$ cat src/rtl/uart_rx_oversampled.sv
// uart_rx_oversampled: single-clock UART receiver, 8N1 (8E1 when `UART_RX_PARITY_EN is defined), internal oversample tick.
// Latency: rx_valid rises one clk after the stop-bit majority decision (mid stop bit plus the 2-flop synchroniser delay).
// Backpressure: rx_data/status held while rx_valid && !rx_ready; a frame finishing then is dropped and overrun_err pulses.
module uart_rx_oversampled #(
    parameter int BAUD_DIV   = 27,
    parameter int OVERSAMPLE = 16,
    parameter int DATA_BITS  = 8
) (
    input  logic                 clk,
    input  logic                 reset,
    input  logic                 rx_serial,
    output logic [DATA_BITS-1:0] rx_data,
    output logic                 rx_valid,
    input  logic                 rx_ready,
    output logic                 frame_err,
    output logic                 parity_err,
    output logic                 overrun_err,
    output logic                 rx_busy
);

    localparam int DIV_W  = $clog2(BAUD_DIV);
    localparam int SCNT_W = $clog2(OVERSAMPLE);
    localparam int BIT_W  = $clog2(DATA_BITS);
    localparam int MID    = OVERSAMPLE / 2;

    localparam logic [DIV_W-1:0]  DIV_LAST = DIV_W'(BAUD_DIV - 1);
    localparam logic [DIV_W-1:0]  DIV_ONE  = DIV_W'(1);
    localparam logic [SCNT_W-1:0] SC_LO    = SCNT_W'(MID - 1);
    localparam logic [SCNT_W-1:0] SC_MID   = SCNT_W'(MID);
    localparam logic [SCNT_W-1:0] SC_HI    = SCNT_W'(MID + 1);
    localparam logic [SCNT_W-1:0] SC_LAST  = SCNT_W'(OVERSAMPLE - 1);
    localparam logic [SCNT_W-1:0] SC_ONE   = SCNT_W'(1);
    localparam logic [BIT_W-1:0]  BIT_LAST = BIT_W'(DATA_BITS - 1);
    localparam logic [BIT_W-1:0]  BIT_ONE  = BIT_W'(1);

    typedef enum logic [2:0] {
        S_WAIT_IDLE,
        S_IDLE,
        S_START,
        S_DATA,
`ifdef UART_RX_PARITY_EN
        S_PARITY,
`endif
        S_STOP
    } state_t;

    state_t                 state_q, state_d;
    logic                   sync1_q, sync2_q;
    logic [1:0]             prime_q;
    logic [DIV_W-1:0]       div_q, div_d;
    logic [SCNT_W-1:0]      scnt_q, scnt_d;
    logic [BIT_W-1:0]       bit_q, bit_d;
    logic [1:0]             smp_q, smp_d;
    logic [DATA_BITS-1:0]   shift_q, shift_d;
    logic [DATA_BITS-1:0]   data_q, data_d;
    logic                   valid_q, valid_d;
    logic                   ferr_q, ferr_d;
    logic                   ovr_q, ovr_d;
    logic                   busy_q, busy_d;
`ifdef UART_RX_PARITY_EN
    logic                   par_q, par_d;
    logic                   perr_q, perr_d;
`endif

    logic rxs;
    logic tick;
    logic at_lo, at_mid, decide, bit_end;
    logic maj;
    logic complete;

    assign rxs     = sync2_q;
    assign tick    = (div_q == DIV_LAST);
    assign at_lo   = tick && (scnt_q == SC_LO);
    assign at_mid  = tick && (scnt_q == SC_MID);
    assign decide  = tick && (scnt_q == SC_HI);
    assign bit_end = tick && (scnt_q == SC_LAST);
    // Two stored midpoint samples plus the live one at the decision tick.
    assign maj     = (smp_q[0] & smp_q[1]) | (smp_q[0] & rxs) | (smp_q[1] & rxs);

    // Two-flop synchroniser for the asynchronous line; idles high out of reset.
    // prime_q marks when the synchroniser holds real line samples rather than its reset value,
    // so a line held low across reset release is not mistaken for idle.
    always_ff @(posedge clk or posedge reset) begin
        if (reset) begin
            sync1_q <= 1'b1;
            sync2_q <= 1'b1;
            prime_q <= 2'b00;
        end else begin
            sync1_q <= rx_serial;
            sync2_q <= sync1_q;
            prime_q <= {prime_q[0], 1'b1};
        end
    end

    // State, counters and output register.
    always_ff @(posedge clk or posedge reset) begin
        if (reset) begin
            state_q <= S_WAIT_IDLE;
            div_q   <= '0;
            scnt_q  <= '0;
            bit_q   <= '0;
            smp_q   <= '0;
            shift_q <= '0;
            data_q  <= '0;
            valid_q <= 1'b0;
            ferr_q  <= 1'b0;
            ovr_q   <= 1'b0;
            busy_q  <= 1'b0;
`ifdef UART_RX_PARITY_EN
            par_q   <= 1'b0;
            perr_q  <= 1'b0;
`endif
        end else begin
            state_q <= state_d;
            div_q   <= div_d;
            scnt_q  <= scnt_d;
            bit_q   <= bit_d;
            smp_q   <= smp_d;
            shift_q <= shift_d;
            data_q  <= data_d;
            valid_q <= valid_d;
            ferr_q  <= ferr_d;
            ovr_q   <= ovr_d;
            busy_q  <= busy_d;
`ifdef UART_RX_PARITY_EN
            par_q   <= par_d;
            perr_q  <= perr_d;
`endif
        end
    end

    // Next-state: tick/sample counters, midpoint sampling and frame sequencing.
    always_comb begin
        state_d  = state_q;
        div_d    = div_q;
        scnt_d   = scnt_q;
        bit_d    = bit_q;
        smp_d    = smp_q;
        shift_d  = shift_q;
        complete = 1'b0;
`ifdef UART_RX_PARITY_EN
        par_d    = par_q;
`endif
        // Counters sit at zero while waiting so a start edge begins a clean bit period.
        if (state_q == S_WAIT_IDLE || state_q == S_IDLE) begin
            div_d  = '0;
            scnt_d = '0;
        end else begin
            div_d = tick ? '0 : div_q + DIV_ONE;
            if (tick) begin
                scnt_d = (scnt_q == SC_LAST) ? '0 : scnt_q + SC_ONE;
            end
        end

        if (at_lo) begin
            smp_d[0] = rxs;
        end
        if (at_mid) begin
            smp_d[1] = rxs;
        end

        case (state_q)
            S_WAIT_IDLE: begin
                if (prime_q[1] && rxs) begin
                    state_d = S_IDLE;
                end
            end
            S_IDLE: begin
                if (!rxs) begin
                    state_d = S_START;
                    bit_d   = '0;
                end
            end
            S_START: begin
                if (decide && maj) begin
                    state_d = S_IDLE;
                end else if (bit_end) begin
                    state_d = S_DATA;
                end
            end
            S_DATA: begin
                if (decide) begin
                    shift_d = {maj, shift_q[DATA_BITS-1:1]};
                end
                if (bit_end) begin
                    if (bit_q == BIT_LAST) begin
                        bit_d = '0;
`ifdef UART_RX_PARITY_EN
                        state_d = S_PARITY;
`else
                        state_d = S_STOP;
`endif
                    end else begin
                        bit_d = bit_q + BIT_ONE;
                    end
                end
            end
`ifdef UART_RX_PARITY_EN
            S_PARITY: begin
                if (decide) begin
                    par_d = maj;
                end
                if (bit_end) begin
                    state_d = S_STOP;
                end
            end
`endif
            S_STOP: begin
                // Leave at the stop midpoint so a back-to-back start edge is not missed.
                if (decide) begin
                    complete = 1'b1;
                    state_d  = maj ? S_IDLE : S_WAIT_IDLE;
                end
            end
            default: begin
                state_d = S_WAIT_IDLE;
            end
        endcase
    end

    // Output register: load on completion unless still held by the consumer, which drops the frame.
    always_comb begin
        data_d  = data_q;
        valid_d = valid_q;
        ferr_d  = ferr_q;
        ovr_d   = 1'b0;
`ifdef UART_RX_PARITY_EN
        perr_d  = perr_q;
`endif
        if (valid_q && rx_ready) begin
            valid_d = 1'b0;
        end
        if (complete) begin
            if (!valid_q || rx_ready) begin
                data_d  = shift_q;
                valid_d = 1'b1;
                ferr_d  = ~maj;
`ifdef UART_RX_PARITY_EN
                perr_d  = ^{shift_q, par_q};
`endif
            end else begin
                ovr_d = 1'b1;
            end
        end
        busy_d = (state_d != S_IDLE);
    end

    assign rx_data     = data_q;
    assign rx_valid    = valid_q;
    assign frame_err   = ferr_q;
    assign overrun_err = ovr_q;
    assign rx_busy     = busy_q;
`ifdef UART_RX_PARITY_EN
    assign parity_err  = perr_q;
`else
    assign parity_err  = 1'b0;
`endif

endmodule

$ cat config.mk
export PLATFORM = sky130hd
export DESIGN_NAME = uart_rx_oversampled
export DESIGN_NICKNAME = d
export VERILOG_FILES = /design/src/rtl/uart_rx_oversampled.sv
export SDC_FILE = /design/constraint.sdc
export NUM_CORES = 1
export LEC_CHECK = 0
export CORE_MARGIN = 1.5
export CORE_UTILIZATION = 51
export DETAILED_ROUTE_END_ITERATION = 12
export GPL_TIMING_DRIVEN = 0
export PLACE_DENSITY = 0.77
export RECOVER_POWER = 25
export SETUP_SLACK_MARGIN = 0.02
export SLEW_MARGIN = 15
export SYNTH_ARGS = -nofsm -noshare
export SYNTH_HDL_FRONTEND = slang
export SYNTH_SLANG_ARGS = --single-unit
$ cat constraint.sdc
create_clock -name clk -period 1.75 [get_ports clk]
set_input_delay 0.4375 -clock clk [delete_from_list [all_inputs] [get_ports clk]]
set_output_delay 0.4375 -clock clk [all_outputs]
set_load 0.01 [all_outputs]
run_1/port_nets.png
Drawn at 6 px/um.
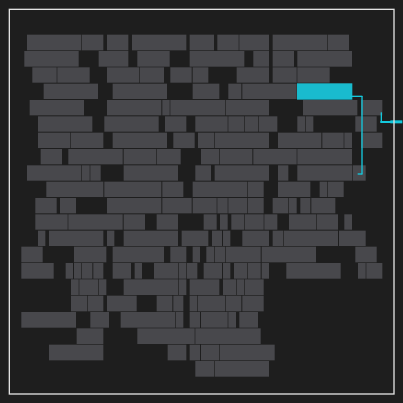
legend:
  rx_valid:
    colour: cyan
    bits: 1
    direction: output
    edge: east
    end_cells: 1
    buffers: 1
    wire: 18.5 um
Top Ports: 17
count of input and output buffers: 15

run_1/pins.png
Drawn at 4 px/um. Pins as bars across the die edge, other pins in grey.
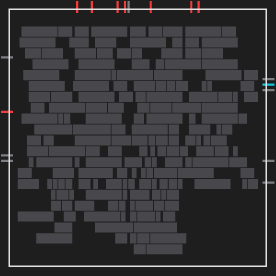
legend:
  rx_data:
    colour: red
    pins: 8
    direction: output
    edge: 7 north, 1 west
  rx_valid:
    colour: cyan
    pins: 1
    direction: output
    edge: east
all pins by edge: 8 north, 5 east, 4 west
Chip Height: 63.89 um
die width: 63.89 um

run_1/registers.png
Drawn at 4 px/um.
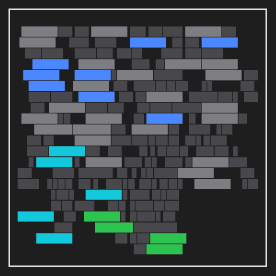
legend:
  scnt_q:
    colour: green
    flops: 4
    where: south
  div_q:
    colour: cyan
    flops: 5
  shift_q:
    colour: blue
    flops: 8
not coloured: 24
Power Sequential: 0.00108 W
sequential portion of the cell area: 43.68%
fraction of the core area covered by cells at the end of the flow: 68.48%

==> git commit body, run 1 <==
Store results of the implementation flow

- Comb. pwr: 0.000467 W
- The wire length recorded after detailed routing is 3815 um.
- The critical path in the final layout is reported with a setup slack of -48.17 ps.
- Setup repair after global routing could not meet its margin everywhere.
- Post-route cell area: 2357 um2
- In this run the worst hold path is classified as reg2reg.
* CP endpoint: shift_q[5]
- Counting distinct cell types in the post-synthesis netlist gives 42.
* Number of cells in the design after placement: 212
* Dominant logic cell types in the final layout: 38 x dfrtp_1, 13 x mux2_4, 13 x clkdlybuf4s50_1
- Max-area cell share: 51.62%
- In this run, the synthesized area fraction spent on AND-OR/OR-AND gates is recorded as 5.493%.
* Most frequent cells after synthesis: 39 x dfrtp_1, 19 x mux2_2, 10 x nor2_1
- In the finished layout, the clock tree contains a buffer count of 5.
- Largest combinational cell category by area: simple AND/OR/NAND/NOR gates
* HPWL after detailed placement: 2352 um
- The repair_antennas step left the layout with diodes totalling 0.
- H-tree depth reported by CTS: 2
- The run finished, with violations left.
- Synthesis inferred 41 register bits.
* Met2 Use GR: 36.07%
* Placer congestion estimate: 0.8085
- Sequential cell area in the final layout: 1030 um2
- Maximum clock path buffer count: 2
- In this run the full chip footprint comes out at 4081 um2.
- Along the worst path, the maximum fanout reaches 8.
- For the worst flop-to-flop path, the logic depth is 6.
- Each instance of the synthesized netlist takes up on average 12.60 um2.
- Area of the multi-input gates: 894.6 um2
* Hold Crit Endpoint: prime_q[1]
- Number of nets in the layout: 193
- Non-CTS inverters: 8
* Library cell occupying the most area in the post-synthesis netlist: dfrtp_1
* Part of the power in registers: 47.7%
* Part of the power in combinational logic: 20.5%
- The required time at the worst endpoint is listed as 1920 ps.
* Summed negative setup slack over all endpoints: -291.2 ps
* DRT Pass-1 Iters: 4
- Global routing used 21.03% of the available tracks.
- Leakage Power: 1.155 nW
- Postcts setup bufs: 6
- Total number of vias: 1279
- Count of multi-input gates: 99
* Vias in the first global route: 1310
- The startpoint identified for the worst register-to-register timing path is scnt_q[1].
* Dominant kind of cell by area: sequential cells
- Net switching is 27.31% of the power.
- Summed over all nets, the switching power comes to 0.0006208 W.
* Fraction of area in clock buffers and inverters: 4.406%
- Violations in the final reports: negative setup slack
* Worst Skew: 9.255 ps
- The transition time recorded at the tightest slew-check pin is 596.0 ps.
- Number of nets still failing antenna checks after routing: 0
* Routed metal-1 wire length: 1603 um
- Per the timing report, the achievable frequency comes out to 556.1 MHz.
* Proportion of synthesized chip area in sequential cells: 54.40%
- Chip area line of the yosys report: 1891 um2
* Highest routing layer actually used: met4
- The global routing report lists met3 layer usage as 4.225%.
- Highest cell delay on the worst timing path: 430 ps
* Clock Latency Late Sink: 290 ps
* Final setup violation count: 8
- Total clock sinks: 41
- Per the cell usage report, the commonest logic cell in the layout is dfrtp_1.
* Num CTS Buffers: 5
- Wire length of the first global-routing pass: 6396 um
- The main area contributors are dfrtp_1 52%, mux2_2 11%, ha_1 4.6%.
* Proportion of cell area occupied by multi-input gates: 37.95%
- The slowest stage of the critical path is the dfrtp_1 cell.
* Worst hold margin: 350.6 ps
* Proportion of final cell area spent on non-clock buffers: 10.24%
- Overall power: 0.002273 W
* Sort of element at the start of the critical path: register
run_1/final_congestion.png
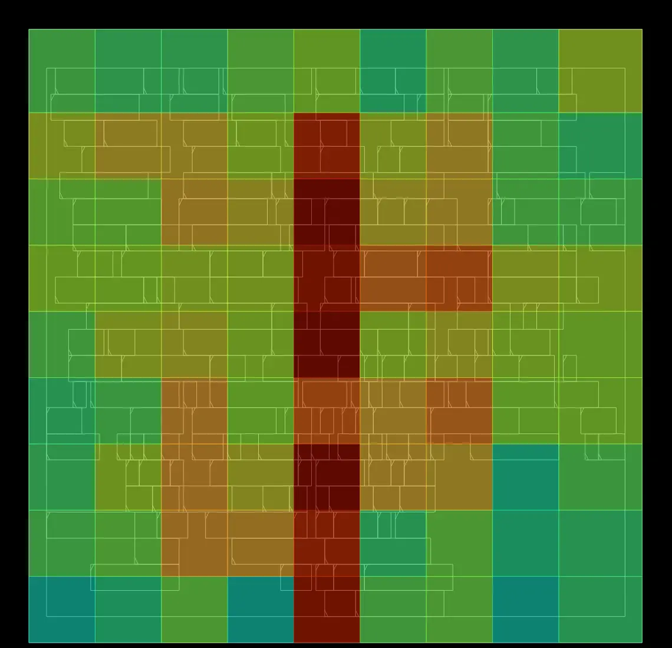

==> run 2, diff against run 1 <==
Settings changed: CORE_ASPECT_RATIO set to 1.25, CORE_UTILIZATION 51 to 30, PLACE_DENSITY 0.77 to 0.49.
Clock period 1.75 ns to 1.7 ns, I/O delays scaled along.
run_2/final_congestion.png
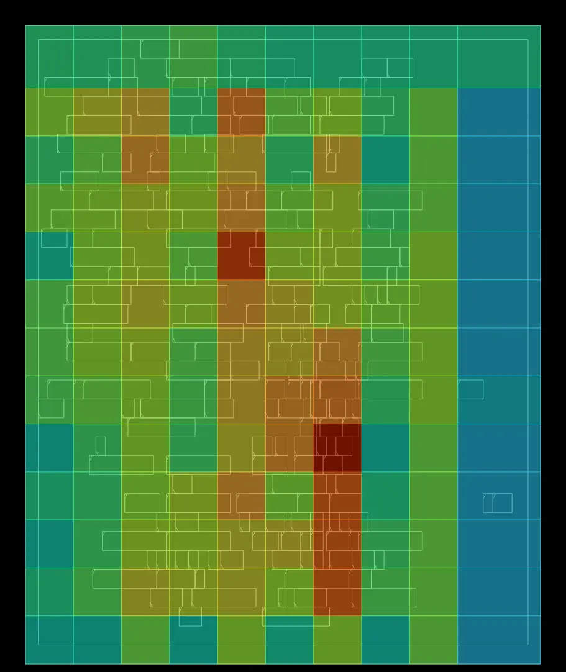
total routing usage reported by global routing: 11.64%
met2 Use GR: 19.72%
routed wirelength normalized by instance count: 13.22 um
busiest layer in global routing: met2

run_2/metal_stack.png
Drawn at 4 px/um.
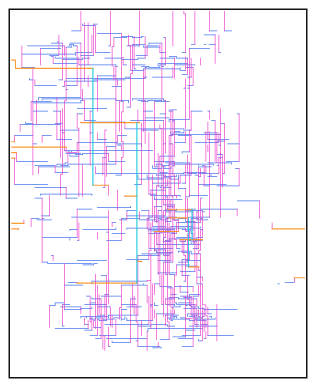
legend:
  met2:
    colour: magenta
    wire_length: 1860 um
  met1:
    colour: blue
    wire_length: 1530 um
  met4:
    colour: cyan
    wire_length: 89.1 um
  met3:
    colour: orange
    wire_length: 116 um
DRT Wirelength: 3596 um
total number of vias: 1258

==> git commit body, run 2 <==
Store results of the implementation flow

- Library cells used by synthesis: 42 (unchanged)
- Top Ports: 17 (unchanged)
- The biggest area contributor in the post-synthesis netlist is dfrtp_1.
* DRT Pass-1 Iters: 4 (unchanged)
* Part of the power in combinational logic: 22.4% (+1.9 points)
- Summed negative setup slack over all endpoints: -19.04 ps (+272.2 ps)
- Non-CTS inverters: 8 (unchanged)
- Postcts setup bufs: 8 (+2)
- The run finished, with violations left.
- RSZ-0062 raised after global routing: true
* Max Clock Freq: 585.3 MHz (+5.3%)
- Die width: 74.01 um (+16%)
- After synthesis, the largest family of logic cells by area is simple AND/OR/NAND/NOR gates.
* Area of the multi-input gates: 893.4 um2 (-0.14%)
- Fraction of area in clock buffers and inverters: 3.522% (-0.88 points)
* Switch share: 30.07% (+2.8 points)
- The register fraction of the total cell area came to 42.01% (-1.7 points).
* H-tree depth reported by CTS: 2 (unchanged)
- The final number of setup-violating endpoints was 5 (-3).
- The layout clock buffer count was 5 (unchanged).
- The peak per-stage delay on the critical path was 380 ps (-50 ps).
- The final hold slack came to 354.5 ps (+3.935 ps).
- Worst hold path type: reg2reg
- Number of nets in the layout: 197 (+2.1%)
- The checks that failed: negative setup slack.
- The die footprint is 6790 um2 (+66%).
- HPWL after detailed placement: 2440 um (+3.8%)
- Leaving out fill and tap cells, the most frequent cell in the layout is dfrtp_1.
* Setup ws final: -8.450 ps (+39.72 ps)
* Highest routing layer actually used: met4
- The via count of the first global-routing pass was 1356 (+3.5%).
- Among all stages on the critical path, the largest delay is contributed by dfrtp_1.
- The power consumption came to 0.002254 W (-0.86%).
- The post-synthesis sequential element count came to 41 (unchanged).
- Switching pwr: 0.0006778 W (+9.2%)
- For hold timing, the worst endpoint is prime_q[1].
- Part of the power in registers: 49.7% (+2.0 points)
- The share of synthesized cell area in and-or and or-and compound cells is 5.493% (unchanged).
- GR met3 Demand/Resource: 2.747% (-1.5 points)
- The flip-flop and latch area is 1030 um2 (unchanged).
- Launching point of the worst reg2reg path: div_q[0]
- The clock latency at the later pin of the worst-skew pair was 290 ps (about the same).
* Biggest area cells: dfrtp_1 52%, mux2_2 11%, ha_1 4.6%
- WP data required: 1880 ps (-40 ps)
- The fraction of the core area covered by cells at the end of the flow came to 40.01% (-28 points).
- The number of cell instances on the worst register-to-register path came to 7 (+1).
- The count of multi-input combinational gates is 99 (unchanged).
* Maximum clock path buffer count: 2 (unchanged)
==> run 3, diff against run 2 <==
Settings changed: CTS_CLUSTER_SIZE set to 25.
run_3/metal_stack.png
Drawn at 4 px/um.
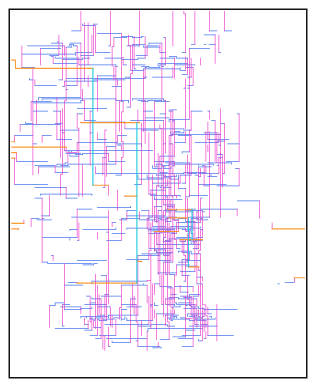
legend:
  met4:
    colour: cyan
    wire_length: 89.1 um
  met2:
    colour: magenta
    wire_length: 1860 um
  met1:
    colour: blue
    wire_length: 1530 um
  met3:
    colour: orange
    wire_length: 116 um

run_3/final_congestion.png
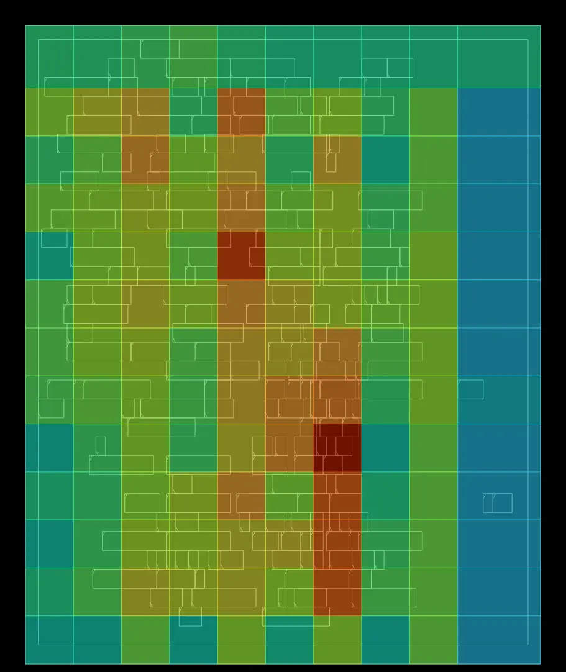
met1 track demand over resource: 13.35%
fraction of the core area covered by cells at the end of the flow: 40.01%
GR met3 Demand/Resource: 2.747%

==> git commit body, run 3 <==
Store results of the implementation flow

- The number of logic inverters in the finished layout came to 8 (unchanged).
- The switching part of the total is 30.07% (unchanged).
- The die footprint is 6790 um2 (unchanged).
- Postcts setup bufs: 8 (unchanged)
- RSZ-0062 raised after global routing: true
* Count of multi-input gates: 99 (unchanged)
- Violations in the final reports: negative setup slack
* Total routing usage reported by global routing: 11.64% (unchanged)
* Dominant register cell in the synthesized netlist: dfrtp_1
* Highest routing layer actually used: met4
- Share of flip-flops with an asynchronous set or reset: 100.0%
- The net load switching power is 0.0006778 W (unchanged).
- The final number of setup-violating endpoints is 5 (unchanged).
- The routed wirelength on the met1 layer is recorded as 1528 um.
- The wire length per cell was 13.22 um (unchanged).
- Top Ports: 17 (unchanged)
- Post-Synth XOR/XNOR Area: 1.853%
- By instance count after routing, the leading logic cell type is dfrtp_1.
- Met2 Use GR: 19.72% (unchanged)
- Mean instance size in the synthesized netlist: 12.60 um2
- Fillcell total: 569
* Compound Share, Synth: 5.493% (unchanged)
* Hold violation count in the final report: 0
- Per the synthesis report, the dominant area consumer among library cells is dfrtp_1.
- The fraction of area in clock buffers and inverters is 3.522% (unchanged).
- The logic area is 893.4 um2 (unchanged).
- The deepest clock path buffer count is 2 (unchanged).
- Logic depth of the worst path, buffers included: 7
* Sequential portion of the cell area: 42.01% (unchanged)
* Total number of vias: 1258 (unchanged)
- The sum of negative setup slack came to -19.04 ps (unchanged).
- Number of sequential cells: 41
- Most frequent cell after synthesis: dfrtp_1
* Busiest layer in global routing: met2
* Cell with the largest stage delay on the worst path: dfrtp_1
- Synthesized flop and latch total: 41 (unchanged)
- Placer congestion estimate: 0.7641
* Adder and majority cell fraction of the synthesized area: 5.162%
- Repair and plain buffers: 31
- The path with the worst hold slack has its endpoint at prime_q[1].
- In this run the worst hold path is classified as reg2reg.
- The clock latency at the later pin of the worst-skew pair is 290 ps (about the same).
- Vias in the first global route: 1356 (unchanged)
- Outcome: finished with violations
- The power consumption is 0.002254 W (unchanged).
* Dominant logic cell types in the final layout: 38 x dfrtp_1, 12 x clkdlybuf4s50_1, 10 x mux2_2, 10 x nor2_1, 10 x buf_4
- Highest cell delay on the worst timing path: 380 ps (about the same)
- Largest combinational cell category by area: simple AND/OR/NAND/NOR gates
- Max Clock Freq: 585.3 MHz (unchanged)
- The required arrival time at the worst endpoint came to 1880 ps (about the same).
- Part of the power in combinational logic: 22.4% (about the same)
* Worst hold margin: 354.5 ps (unchanged)
* Most frequent cells after synthesis: 39 x dfrtp_1, 19 x mux2_2, 10 x nor2_1
- Met2 routed WL: 1862 um
- The number of cell instances on the worst register-to-register path came to 7 (unchanged).
- TritonCTS built the clock tree.
- Cell internal power was estimated by the tool at 0.001576 W.
* HPWL after detailed placement: 2440 um (unchanged)
- For reference, the top cells by area after synthesis are dfrtp_1 52%, mux2_2 11%, ha_1 4.6%.
- Per the run report, area growth between synthesis and finish was 29.65%.
- Sequential cell area in the final layout: 1030 um2 (unchanged)
* Launching point of the worst reg2reg path: div_q[0]
- The number of distinct library cells after synthesis came to 42 (unchanged).
- The final net count was 197 (unchanged).
* DRT Pass-1 Iters: 4 (unchanged)
* H-tree depth reported by CTS: 2 (unchanged)
- The die span in x is 74.01 um (unchanged).
- The placement stage leaves a total instance area of 2177 um2.
* Part of the power in registers: 49.7% (about the same)
* Placeable core region: 6126 um2
* Clock buffer count: 5 (unchanged)
- The worst setup margin came to -8.450 ps (unchanged).
* Wire length of the first global-routing pass: 6147 um
* DRT Wirelength: 3596 um (unchanged)
* Number of nets still failing antenna checks after routing: 0
Power figures rest on the tool's default switching activity, not on a simulated workload.
